File: src/rtl/dop_mode_ctrl_pkg.sv
// rtl/dop_mode_ctrl_pkg.sv - shared DoP marker constants, mode state encoding and marker helper
package dop_mode_ctrl_pkg;

  localparam logic [7:0] DOP_M0 = 8'h05;
  localparam logic [7:0] DOP_M1 = 8'hfa;

  typedef enum logic [1:0] {
    ST_PCM    = 2'd0,
    ST_MUTE_D = 2'd1,
    ST_DSD    = 2'd2,
    ST_MUTE_P = 2'd3
  } mode_state_t;

  // Markers run M0, M0, M1, M1 over a 2-bit sequence counter.
  function automatic logic [7:0] expected_marker(input logic [1:0] seq,
                                                 input logic [7:0] m0,
                                                 input logic [7:0] m1);
    return seq[1] ? m1 : m0;
  endfunction

endpackage

File: src/rtl/dop_marker_tracker.sv
// rtl/dop_marker_tracker.sv - follows DoP marker phase/sequence and flags sustained marker loss
module dop_marker_tracker
  import dop_mode_ctrl_pkg::*;
#(
  parameter logic [7:0] MARKER_0   = DOP_M0,
  parameter logic [7:0] MARKER_1   = DOP_M1,
  parameter logic [3:0] LOSS_COUNT = 4'd4
) (
  input  logic       clk,
  input  logic       rst_n,
  input  logic [7:0] marker,
  input  logic       data_valid,
  input  logic       align,
  input  logic       align_valid,
  output logic       loss
);

  logic       phase;
  logic [1:0] seq;
  logic [3:0] bad;
  logic       match;

  assign match = (marker == expected_marker(seq, MARKER_0, MARKER_1));
  assign loss  = (bad >= LOSS_COUNT);

  // Align re-seeds the tracker; otherwise every valid word flips phase and phase-0 words are judged.
  always_ff @(posedge clk or negedge rst_n) begin
    if (!rst_n) begin
      phase <= 1'b0;
      seq   <= 2'd0;
      bad   <= 4'd0;
    end else if (align) begin
      seq   <= 2'd0;
      phase <= ~align_valid;  // a word in the align cycle is the post-marker skip word
      bad   <= 4'd0;
    end else if (data_valid) begin
      phase <= ~phase;
      if (!phase) begin
        seq <= seq + 2'd1;
        if (match) begin
          bad <= 4'd0;
        end else if (bad < LOSS_COUNT) begin
          bad <= bad + 4'd1;
        end
      end
    end
  end

endmodule

File: src/rtl/dop_mode_ctrl.sv
// rtl/dop_mode_ctrl.sv - PCM/DSD(DoP) mode sequencer with muted switchovers
module dop_mode_ctrl
  import dop_mode_ctrl_pkg::*;
#(
  parameter logic [7:0]  DOP_MARKER_0 = DOP_M0,
  parameter logic [7:0]  DOP_MARKER_1 = DOP_M1,
  parameter logic [15:0] MUTE_CYCLES  = 16'd4096,
  parameter logic [3:0]  LOSS_COUNT   = 4'd4,
  parameter logic [15:0] IDLE_CYCLES  = 16'd48000
) (
  input  logic        clk,
  input  logic        rst_n,
  input  logic        enable,
  input  logic [15:0] data,
  input  logic        data_valid,
  input  logic        det_success,
  output logic        det_clear_n,
  output logic        dsd_mode,
  output logic        mute,
  output logic        mode_change
);

  localparam logic [15:0] HALF_LAST = (MUTE_CYCLES >> 1) - 16'd1;
  localparam logic [15:0] WIN_LAST  = MUTE_CYCLES - 16'd1;
  localparam logic [15:0] IDLE_LAST = IDLE_CYCLES - 16'd1;

  mode_state_t state, state_next;
  logic [15:0] mcnt, mcnt_next;
  logic [15:0] icnt, icnt_next;
  logic        dsd_next, mute_next, clear_n_next, change_next;
  logic        align, loss, tracking, idle, abort;
  logic        data_unused;

  // Only the marker byte matters here; the low byte is sample payload.
  assign data_unused = ^data[7:0];

  dop_marker_tracker #(
    .MARKER_0  (DOP_MARKER_0),
    .MARKER_1  (DOP_MARKER_1),
    .LOSS_COUNT(LOSS_COUNT)
  ) u_tracker (
    .clk        (clk),
    .rst_n      (rst_n),
    .marker     (data[15:8]),
    .data_valid (data_valid),
    .align      (align),
    .align_valid(data_valid),
    .loss       (loss)
  );

  assign tracking = (state == ST_MUTE_D) || (state == ST_DSD);
  assign idle     = tracking && (icnt == IDLE_LAST);
  assign abort    = !enable || loss || idle;

  // Next state, counters and next output values; aborts take precedence over window progress.
  always_comb begin
    state_next = state;
    mcnt_next  = mcnt;
    icnt_next  = 16'd0;
    dsd_next   = dsd_mode;
    align      = 1'b0;
    case (state)
      ST_PCM: begin
        if (enable && det_success) begin
          state_next = ST_MUTE_D;
          mcnt_next  = 16'd0;
          align      = 1'b1;
        end
      end
      ST_MUTE_D: begin
        icnt_next = data_valid ? 16'd0 : icnt + 16'd1;
        if (abort) begin
          state_next = ST_MUTE_P;
          mcnt_next  = 16'd0;
        end else begin
          mcnt_next = mcnt + 16'd1;
          if (mcnt == HALF_LAST) dsd_next = 1'b1;
          if (mcnt == WIN_LAST) begin
            state_next = ST_DSD;
            mcnt_next  = 16'd0;
          end
        end
      end
      ST_DSD: begin
        icnt_next = data_valid ? 16'd0 : icnt + 16'd1;
        if (abort) begin
          state_next = ST_MUTE_P;
          mcnt_next  = 16'd0;
        end
      end
      ST_MUTE_P: begin
        mcnt_next = mcnt + 16'd1;
        if (mcnt == HALF_LAST) dsd_next = 1'b0;
        if (mcnt == WIN_LAST) begin
          state_next = ST_PCM;
          mcnt_next  = 16'd0;
        end
      end
      default: state_next = ST_PCM;
    endcase
    mute_next    = (state_next == ST_MUTE_D) || (state_next == ST_MUTE_P);
    clear_n_next = (state_next == ST_PCM) ? enable : 1'b0;
    change_next  = (dsd_next != dsd_mode);
  end

  // State, counters and registered outputs; reset lands in PCM with no pulse.
  always_ff @(posedge clk or negedge rst_n) begin
    if (!rst_n) begin
      state       <= ST_PCM;
      mcnt        <= 16'd0;
      icnt        <= 16'd0;
      dsd_mode    <= 1'b0;
      mute        <= 1'b0;
      det_clear_n <= 1'b1;
      mode_change <= 1'b0;
    end else begin
      state       <= state_next;
      mcnt        <= mcnt_next;
      icnt        <= icnt_next;
      dsd_mode    <= dsd_next;
      mute        <= mute_next;
      det_clear_n <= clear_n_next;
      mode_change <= change_next;
    end
  end

endmodule

File: config.mk
export PLATFORM = sky130hd
export DESIGN_NAME = dop_mode_ctrl
export DESIGN_NICKNAME = d
export VERILOG_FILES = /design/src/rtl/dop_mode_ctrl_pkg.sv /design/src/rtl/dop_marker_tracker.sv /design/src/rtl/dop_mode_ctrl.sv
export SDC_FILE = /design/constraint.sdc
export NUM_CORES = 1
export LEC_CHECK = 0
export CORE_MARGIN = 3
export CORE_UTILIZATION = 53
export CTS_CLUSTER_SIZE = 24
export DETAILED_ROUTE_END_ITERATION = 12
export HOLD_SLACK_MARGIN = 0.08
export PLACE_DENSITY = 0.87
export SLEW_MARGIN = 20
export SYNTH_ARGS = -nofsm -noshare
export SYNTH_HDL_FRONTEND = slang
export SYNTH_SLANG_ARGS = --single-unit
File: constraint.sdc
create_clock -name clk -period 2.29 [get_ports clk]
set_input_delay 0.687 -clock clk [delete_from_list [all_inputs] [get_ports clk]]
set_output_delay 0.687 -clock clk [all_outputs]
set_load 0.005 [all_outputs]
### Signal wires on met1

Supply wires on this layer in gray.
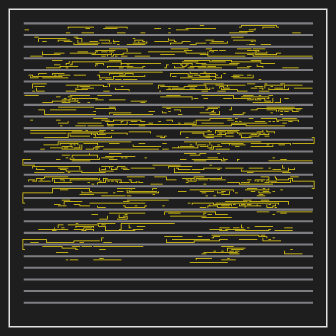
main direction = horizontal
longest straight run = 17.9 um
wire length on this layer = 2160 um

### Layout detail

Scale bar: 10 um. Region (22, 22) to (52, 52) um. Cells in gray, sequential cells in the stronger gray; small squares are vias.
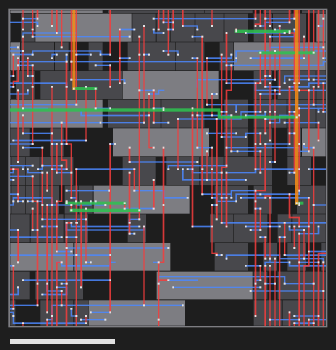
metal 2 -> red
metal 4 -> orange
metal 3 -> green
metal 1 -> blue
netlist names of flops here include = icnt (5), mcnt (4)
most frequent = nor2_1 (10), dfrtp_1 (10), nand2_1 (8)
sequential cells in the window = 10
cells with their middle in the window = 71

==> impl_metrics.env <==
# physical design summary
export IMPL_setup_viol=0
export IMPL_crit_start="mute$_DFF_PN0_"
export IMPL_adder_share_pct=4.103
export IMPL_nWellTaps=52
export IMPL_grt_pass1_wl_um=8190
export IMPL_synth_async_reset_ratio_pct=100.0
export IMPL_totalWireLength_um=5009
export IMPL_ir_worst_vdd_mv=0.6432
export IMPL_worstMarginPinSlew_ns=0.5489
export IMPL_hold_ws_ns=0.4469
export IMPL_slowest_delay_ns=0.42
export IMPL_warning_count=38
export IMPL_diodes=0
export IMPL_ys_top_logic_family="simple AND/OR/NAND/NOR gates"
export IMPL_fill_cells=333
export IMPL_ys_flops=44
export IMPL_worstPathArrival_ns=2.33
export IMPL_top_regs="icnt x16, mcnt x16, u_tracker.bad x4"
export IMPL_ys_flop_type="dfrtp_1"
export IMPL_syn_inst=252
export IMPL_rsz0062_at_grt="no"
export IMPL_syn_num_nets=281
export IMPL_holdBufCountCts=0
export IMPL_pwr_density_cell_mw_per_mm2=881.9
export IMPL_min_path_type="in2async"
export IMPL_n_all_buffers=36
export IMPL_fmax_ghz=0.4704
export IMPL_logic_area_mm2=0.001303
export IMPL_grt_pass1_vias=1925
export IMPL_crit_required_ns=2.49
export IMPL_wl_met3_um=130
export IMPL_reg2reg_slack_ns=0.16
export IMPL_worst_r2r_path_depth=9
export IMPL_r2r_end="mcnt[12]$_DFFE_PN0P_"
export IMPL_syn_area_per_cell_um2=9.682
export IMPL_clk_pin_slew_worst_paths_ns=0.09
export IMPL_fp_utilization_pct=55.27
export IMPL_drt_iter0_markers=170
export IMPL_finalHoldViolations=0
export IMPL_die_h_um=73.85
export IMPL_met1_length_um=2163
export IMPL_clock_root_buffer="clkbuf_8"
export IMPL_combPwrFrac_pct=37.5
export IMPL_seq_power_share_pct=36.9
export IMPL_nets=317
export IMPL_gr_max_usage_layer="met2"
export IMPL_flops=44
export IMPL_cp_cell_sequence="inv_1 -> ha_4 -> nand2_1 -> nor4_4 -> a31oi_2 -> buf_4 -> nor4b_1 -> xnor2_1 -> nor2_1"
export IMPL_regArea_mm2=0.001102
export IMPL_crit_path_top_delay_cell="nor4b_1"
export IMPL_r2r_start="mute$_DFF_PN0_"
export IMPL_synthMuxAreaShare_pct=0.8718
export IMPL_antenna_found_initial=0
export IMPL_simple_gate_area_share_pct=31.18
export IMPL_synth_cells_yosys=252
export IMPL_lay_top_count="nor2_1"
export IMPL_power_frac_clock_pct=25.6
export IMPL_cp_endpoint="mcnt[12]$_DFFE_PN0P_"
export IMPL_max_cap_violations=0
export IMPL_vias=1944
export IMPL_combAreaFraction_pct=44.66
export IMPL_drive_gt1_share_pct=15.92
export IMPL_yosys_area_share_aoi_pct=6.205
export IMPL_pin_count=25
export IMPL_top_cells_by_count="nor2_1, dfrtp_1, nand2_1"
export IMPL_dominant_cell_class="logic gates"
export IMPL_io_buffer_count=16
export IMPL_cts_setup_buffers=0
export IMPL_synth_cell_types=44
export IMPL_gr_total_overflow=0
export IMPL_h_tree_depth=2
export IMPL_maxSlewHeadroom_pct=63.41
export IMPL_p_total_w=0.002572
export IMPL_layout_top_cells="nor2_1, dfrtp_1, nand2_1"
export IMPL_grt_met1_usage_pct=22.58
export IMPL_cts_sinks=44
export IMPL_yosysMostFrequentCell="nor2_1"
export IMPL_internal_power_w=0.001686
export IMPL_wl_met2_um=2637
export IMPL_grt_max_degree=45
export IMPL_area_delta_synth_final_pct=19.54
export IMPL_switching_share_pct=34.47
export IMPL_fin_util_pct=66.07
export IMPL_skew_ns=0.007491
export IMPL_outcome="complete, no violations"
export IMPL_dr_pass1_iters=4
export IMPL_finalCriticalPeriod_ns=2.126
export IMPL_comb_cells=197
export IMPL_critPathTopFamily="simple AND/OR/NAND/NOR gates"
export IMPL_met2_usage_pct=34.45
export IMPL_die_x_um=73.85
export IMPL_period_used_pct=92.83
export IMPL_cts_buffer_depth=2
export IMPL_n_all_inverters=4
export IMPL_cts_resized=0
export IMPL_crit_cells=9
export IMPL_topCellsByArea="dfrtp_1, nor2_1, xnor2_1"
export IMPL_seq_share_pct=37.79
export IMPL_yosys_area_top_type="dfrtp_1"
export IMPL_dp_hpwl_um=3473
export IMPL_antenna_left=0
export IMPL_yosys_warnings=0
export IMPL_start_kind="flip-flop"
export IMPL_crit_buf_inv=2
export IMPL_switching_power_w=0.0008865
### Metal layers overlaid

Two of the layers only.
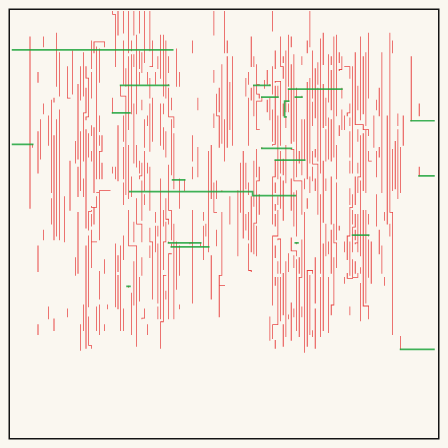
metal 2 -> red  # wire length 2640 um
metal 3 -> green  # wire length 131 um

### The clock network

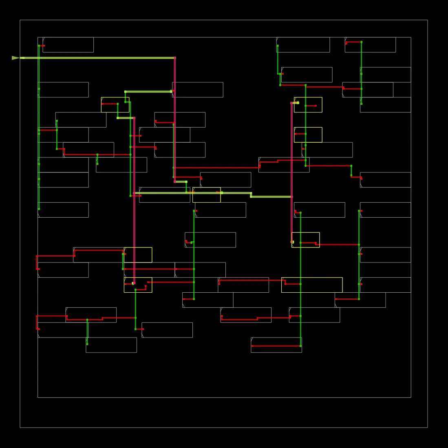
Late-Pin Clk Latency: 0.30 ns
CTS Buf Count: 5

==> power by group through the flow <==
stage / clock [W] / sequential, W / combinational [W]
after floorplan: 0 / 0.000967 / 0.000598
after CTS: 0.000668 / 0.000950 / 0.000913
final: 0.000657 / 0.000949 / 0.000965
after detailed placement: 0 / 0.000965 / 0.000899
after global placement: 0 / 0.000956 / 0.000871
after global routing: 0.000692 / 0.000958 / 0.00108
==> through the flow <==
stage          cells  setup WS [ns]  setup TNS [ns]  instance area, um^2
4_1_cts          340        0.03841               0                 2894
3_3_place_gp     332       -0.05422         -0.2541                 2768
2_1_floorplan    252         0.3645               0                 2440
6_report         341         0.1643               0                 2917
5_1_grt          341        0.02342               0                 2917
3_5_place_dp     332       -0.07252         -0.3674                 2768
Power is estimated from default activity; no workload was simulated.
